===== src/rtl/des_round_controller_if.sv =====
// Handshake and datapath-control bundle between a DES datapath requester and
// the round controller.
interface des_round_controller_if;
   logic       start_valid;
   logic       start_ready;
   logic       decrypt;
   logic       ip_load;
   logic       key_load;
   logic       round_en;
   logic [3:0] round_idx;
   logic [1:0] key_shift;
   logic       key_dir;
   logic       fp_capture;
   logic       done_valid;
   logic       done_ready;
   logic       busy;

   modport master (
      output start_valid, decrypt, done_ready,
      input  start_ready, ip_load, key_load, round_en, round_idx,
             key_shift, key_dir, fp_capture, done_valid, busy
   );

   modport slave (
      input  start_valid, decrypt, done_ready,
      output start_ready, ip_load, key_load, round_en, round_idx,
             key_shift, key_dir, fp_capture, done_valid, busy
   );
endinterface


===== src/rtl/des_round_controller.sv =====
// Sequences one DES block: IP/PC-1 load, NUM_ROUNDS Feistel rounds with the
// key-schedule rotate amounts, final permutation capture, and result handshake.
module des_round_controller #(
   parameter int unsigned NUM_ROUNDS = 16
) (
   input logic                   clk,
   input logic                   rst,
   des_round_controller_if.slave bus
);

   typedef enum logic [2:0] {
      IDLE,
      LOAD,
      ROUND,
      FINAL,
      DONE
   } state_t;

   localparam logic [3:0] LAST_IDX = 4'(NUM_ROUNDS - 1);

   state_t     state;
   state_t     next_state;
   logic [3:0] cnt;
   logic       dir;
   logic       last_round;

   assign last_round = (cnt == LAST_IDX);

   always_ff @(posedge clk) begin
      if (rst) begin
         state <= IDLE;
         cnt   <= '0;
         dir   <= 1'b0;
      end else begin
         state <= next_state;
         if (state == IDLE && bus.start_valid)
            dir <= bus.decrypt;
         if (state == ROUND && !last_round)
            cnt <= cnt + 4'd1;
         else
            cnt <= '0;
      end
   end

   always_comb begin
      next_state = state;
      case (state)
         IDLE:    if (bus.start_valid) next_state = LOAD;
         LOAD:    next_state = ROUND;
         ROUND:   if (last_round) next_state = FINAL;
         FINAL:   next_state = DONE;
         DONE:    if (bus.done_ready) next_state = IDLE;
         default: next_state = IDLE;
      endcase
   end

   // Outputs depend on registered state only; rst just forces them low.
   always_comb begin
      bus.start_ready = 1'b0;
      bus.ip_load     = 1'b0;
      bus.key_load    = 1'b0;
      bus.round_en    = 1'b0;
      bus.round_idx   = '0;
      bus.key_shift   = '0;
      bus.key_dir     = 1'b0;
      bus.fp_capture  = 1'b0;
      bus.done_valid  = 1'b0;
      bus.busy        = 1'b0;
      if (!rst) begin
         bus.key_dir = dir;
         bus.busy    = (state != IDLE);
         case (state)
            IDLE:  bus.start_ready = 1'b1;
            LOAD: begin
               bus.ip_load  = 1'b1;
               bus.key_load = 1'b1;
            end
            ROUND: begin
               bus.round_en  = 1'b1;
               bus.round_idx = cnt;
               // Decrypt skips the first rotate so C/D start from the unrotated key.
               case (cnt)
                  4'd0:                bus.key_shift = dir ? 2'd0 : 2'd1;
                  4'd1, 4'd8, 4'd15:   bus.key_shift = 2'd1;
                  default:             bus.key_shift = 2'd2;
               endcase
            end
            FINAL: bus.fp_capture = 1'b1;
            DONE:  bus.done_valid = 1'b1;
            default: ;
         endcase
      end
   end

endmodule


===== src/flat_wrapper.sv =====
// flat-port wrapper written by rule: the top's interface ports become plain ports
module des_round_controller_flat 
#(
   parameter int unsigned NUM_ROUNDS = 16
)
  (clk, rst, bus_start_valid, bus_decrypt, bus_done_ready, bus_start_ready, bus_ip_load, bus_key_load, bus_round_en, bus_round_idx, bus_key_shift, bus_key_dir, bus_fp_capture, bus_done_valid, bus_busy);
  des_round_controller_if bus_i ();
  input logic clk;
  input logic rst;
  input wire logic [$bits(bus_i.start_valid)-1:0] bus_start_valid;
  input wire logic [$bits(bus_i.decrypt)-1:0] bus_decrypt;
  input wire logic [$bits(bus_i.done_ready)-1:0] bus_done_ready;
  output wire logic [$bits(bus_i.start_ready)-1:0] bus_start_ready;
  output wire logic [$bits(bus_i.ip_load)-1:0] bus_ip_load;
  output wire logic [$bits(bus_i.key_load)-1:0] bus_key_load;
  output wire logic [$bits(bus_i.round_en)-1:0] bus_round_en;
  output wire logic [$bits(bus_i.round_idx)-1:0] bus_round_idx;
  output wire logic [$bits(bus_i.key_shift)-1:0] bus_key_shift;
  output wire logic [$bits(bus_i.key_dir)-1:0] bus_key_dir;
  output wire logic [$bits(bus_i.fp_capture)-1:0] bus_fp_capture;
  output wire logic [$bits(bus_i.done_valid)-1:0] bus_done_valid;
  output wire logic [$bits(bus_i.busy)-1:0] bus_busy;
  assign bus_i.start_valid = bus_start_valid;
  assign bus_i.decrypt = bus_decrypt;
  assign bus_i.done_ready = bus_done_ready;
  assign bus_start_ready = bus_i.start_ready;
  assign bus_ip_load = bus_i.ip_load;
  assign bus_key_load = bus_i.key_load;
  assign bus_round_en = bus_i.round_en;
  assign bus_round_idx = bus_i.round_idx;
  assign bus_key_shift = bus_i.key_shift;
  assign bus_key_dir = bus_i.key_dir;
  assign bus_fp_capture = bus_i.fp_capture;
  assign bus_done_valid = bus_i.done_valid;
  assign bus_busy = bus_i.busy;
  des_round_controller #(.NUM_ROUNDS(NUM_ROUNDS)) u_core (.clk(clk), .rst(rst), .bus(bus_i));
endmodule

===== config.mk =====
export PLATFORM = sky130hd
export DESIGN_NAME = des_round_controller_flat
export DESIGN_NICKNAME = d
export VERILOG_FILES = /design/src/rtl/des_round_controller_if.sv /design/src/rtl/des_round_controller.sv /design/src/flat_wrapper.sv
export SDC_FILE = /design/constraint.sdc
export NUM_CORES = 1
export LEC_CHECK = 0
export ABC_CLOCK_PERIOD_IN_PS = 2100
export CAP_MARGIN = 25
export CORE_MARGIN = 1.5
export CORE_UTILIZATION = 40
export DETAILED_ROUTE_END_ITERATION = 7
export GPL_TIMING_DRIVEN = 1
export PLACE_DENSITY = 0.72
export REMOVE_ABC_BUFFERS = 1
export SLEW_MARGIN = 20
export SYNTH_ARGS = -nofsm -noshare
export SYNTH_HDL_FRONTEND = slang
export SYNTH_SLANG_ARGS = --single-unit

===== constraint.sdc =====
create_clock -name clk -period 2.1 [get_ports clk]
set_input_delay 0.21 -clock clk [delete_from_list [all_inputs] [get_ports clk]]
set_output_delay 0.21 -clock clk [all_outputs]
set_load 0.02 [all_outputs]

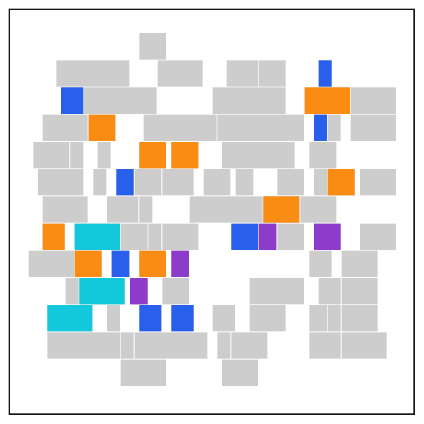
gates.png
Scale: 10 px per µm.
family	color	cells
nand cells	blue	8
aoi and oai cells	purple	4
and/or cells	orange	9
fa/ha/maj cells	cyan	3

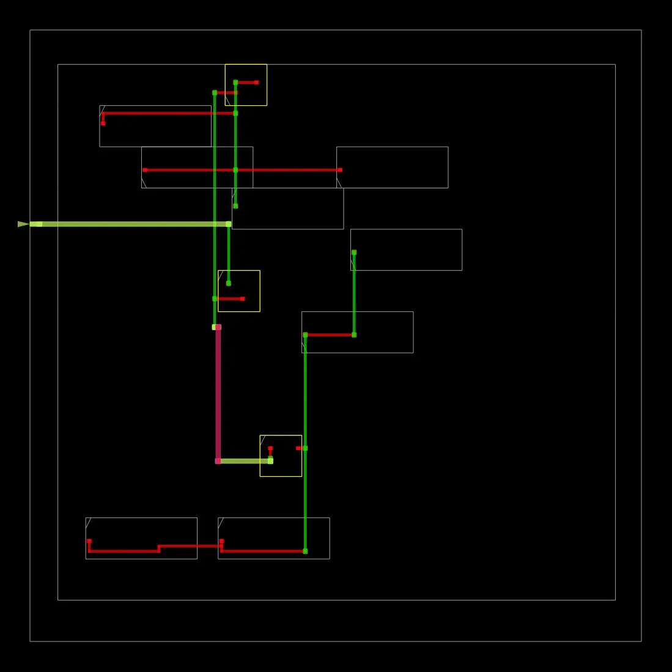
clock_nets.png
clk latency late pin: 250 ps
Setup Skew: 1.297 ps

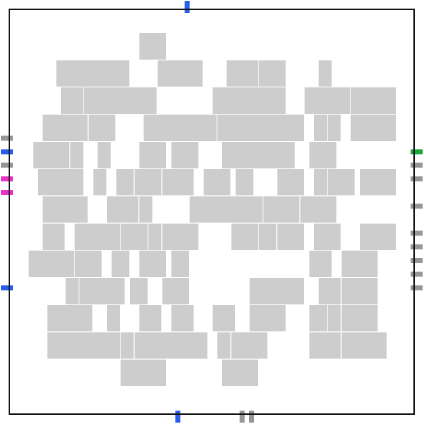
pinout.png
Scale: 10 px per µm. Pins as bars across the die edge, other pins in gray.
port	color	pins	direction	edge
bus_ip_load	green	1	output	right
bus_round_idx	blue	4	output	2 left, 1 bottom, 1 top
bus_key_shift	magenta	2	output	left
Vert. Die Dim: 40.35 µm
port buffer count: 18
die span in x: 40.35 µm

==> results_dict.tcl <==
# place-and-route summary
set metrics [dict create \
    status "finished, final reports clean" \
    wl_met3_um 74 \
    min_path_type "flop to flop" \
    netlist_area_um2 558.0 \
    fin_cells 99 \
    grt_max_degree 12 \
    p_total_uw 460.0 \
    critPathLaunchType "primary input" \
    ys_seq_frac 0.2870 \
    htreeDepth 1 \
    fp_util 0.4288 \
    power_top_consumer "registers" \
    p_int_uw 314.4 \
    path_clk_slew_ps 50 \
    synth-warning-count 0 \
    coreArea_um2 1301 \
    buffers 23 \
    grt_usage 0.1724 \
    top_usage_layer "met2" \
    num_vias 478 \
    async_flop_share 0 \
    syn_area_per_cell_um2 8.719 \
    hold_buffers 0 \
    ios 19 \
    comb-power_uw 167 \
    drtIter0Drc 3 \
    path_delay_family "buffers and inverters" \
    cp-end-kind "output port" \
    globalplace.congestion 0.7069 \
    use_met3 0.03333 \
    finalInstanceArea_um2 794.5 \
    fin_nets 94 \
    min_path_cells 1 \
    criticalPathCategory "primary input to output port" \
    min_from "u_core.cnt[0]" \
    tool_warnings 27 \
    cap_violations 0 \
    crit_cells 5 \
    seq_power_share 0.379 \
    clockPowerShare 0.258 \
    fin_ws_ps 101.9 \
    grt_pass1_wl_um 1883 \
    worstSetupEndpoint "bus_fp_capture" \
    timing.rr.end "u_core.state[2]" \
    synthCells 64 \
    whs_endpoint "u_core.cnt[0]" \
    most-common-layout-cells "clkdlybuf4s50_1, dlymetal6s2s_1, nor2_1, dfxtp_1" \
    required_ps 1890 \
    grt_antenna_before_repair 0 \
    wirelength_um 1119 \
    fin_crit_ps 1998 \
    met1_length_um 523 \
    tns_ps 0 \
    yosysTopAreaCell "dfxtp_1" \
    antenna_cells 0 \
    worst-path-buf-inv 3 \
    nNonClkInverters 4 \
    path_cells "clkdlybuf4s50_1 > buf_4 > nor2_1 > and3_2 > clkdlybuf4s50_1" \
    finalClockPeriodUsage 0.9515 \
    dr.pass1.iters 4 \
]
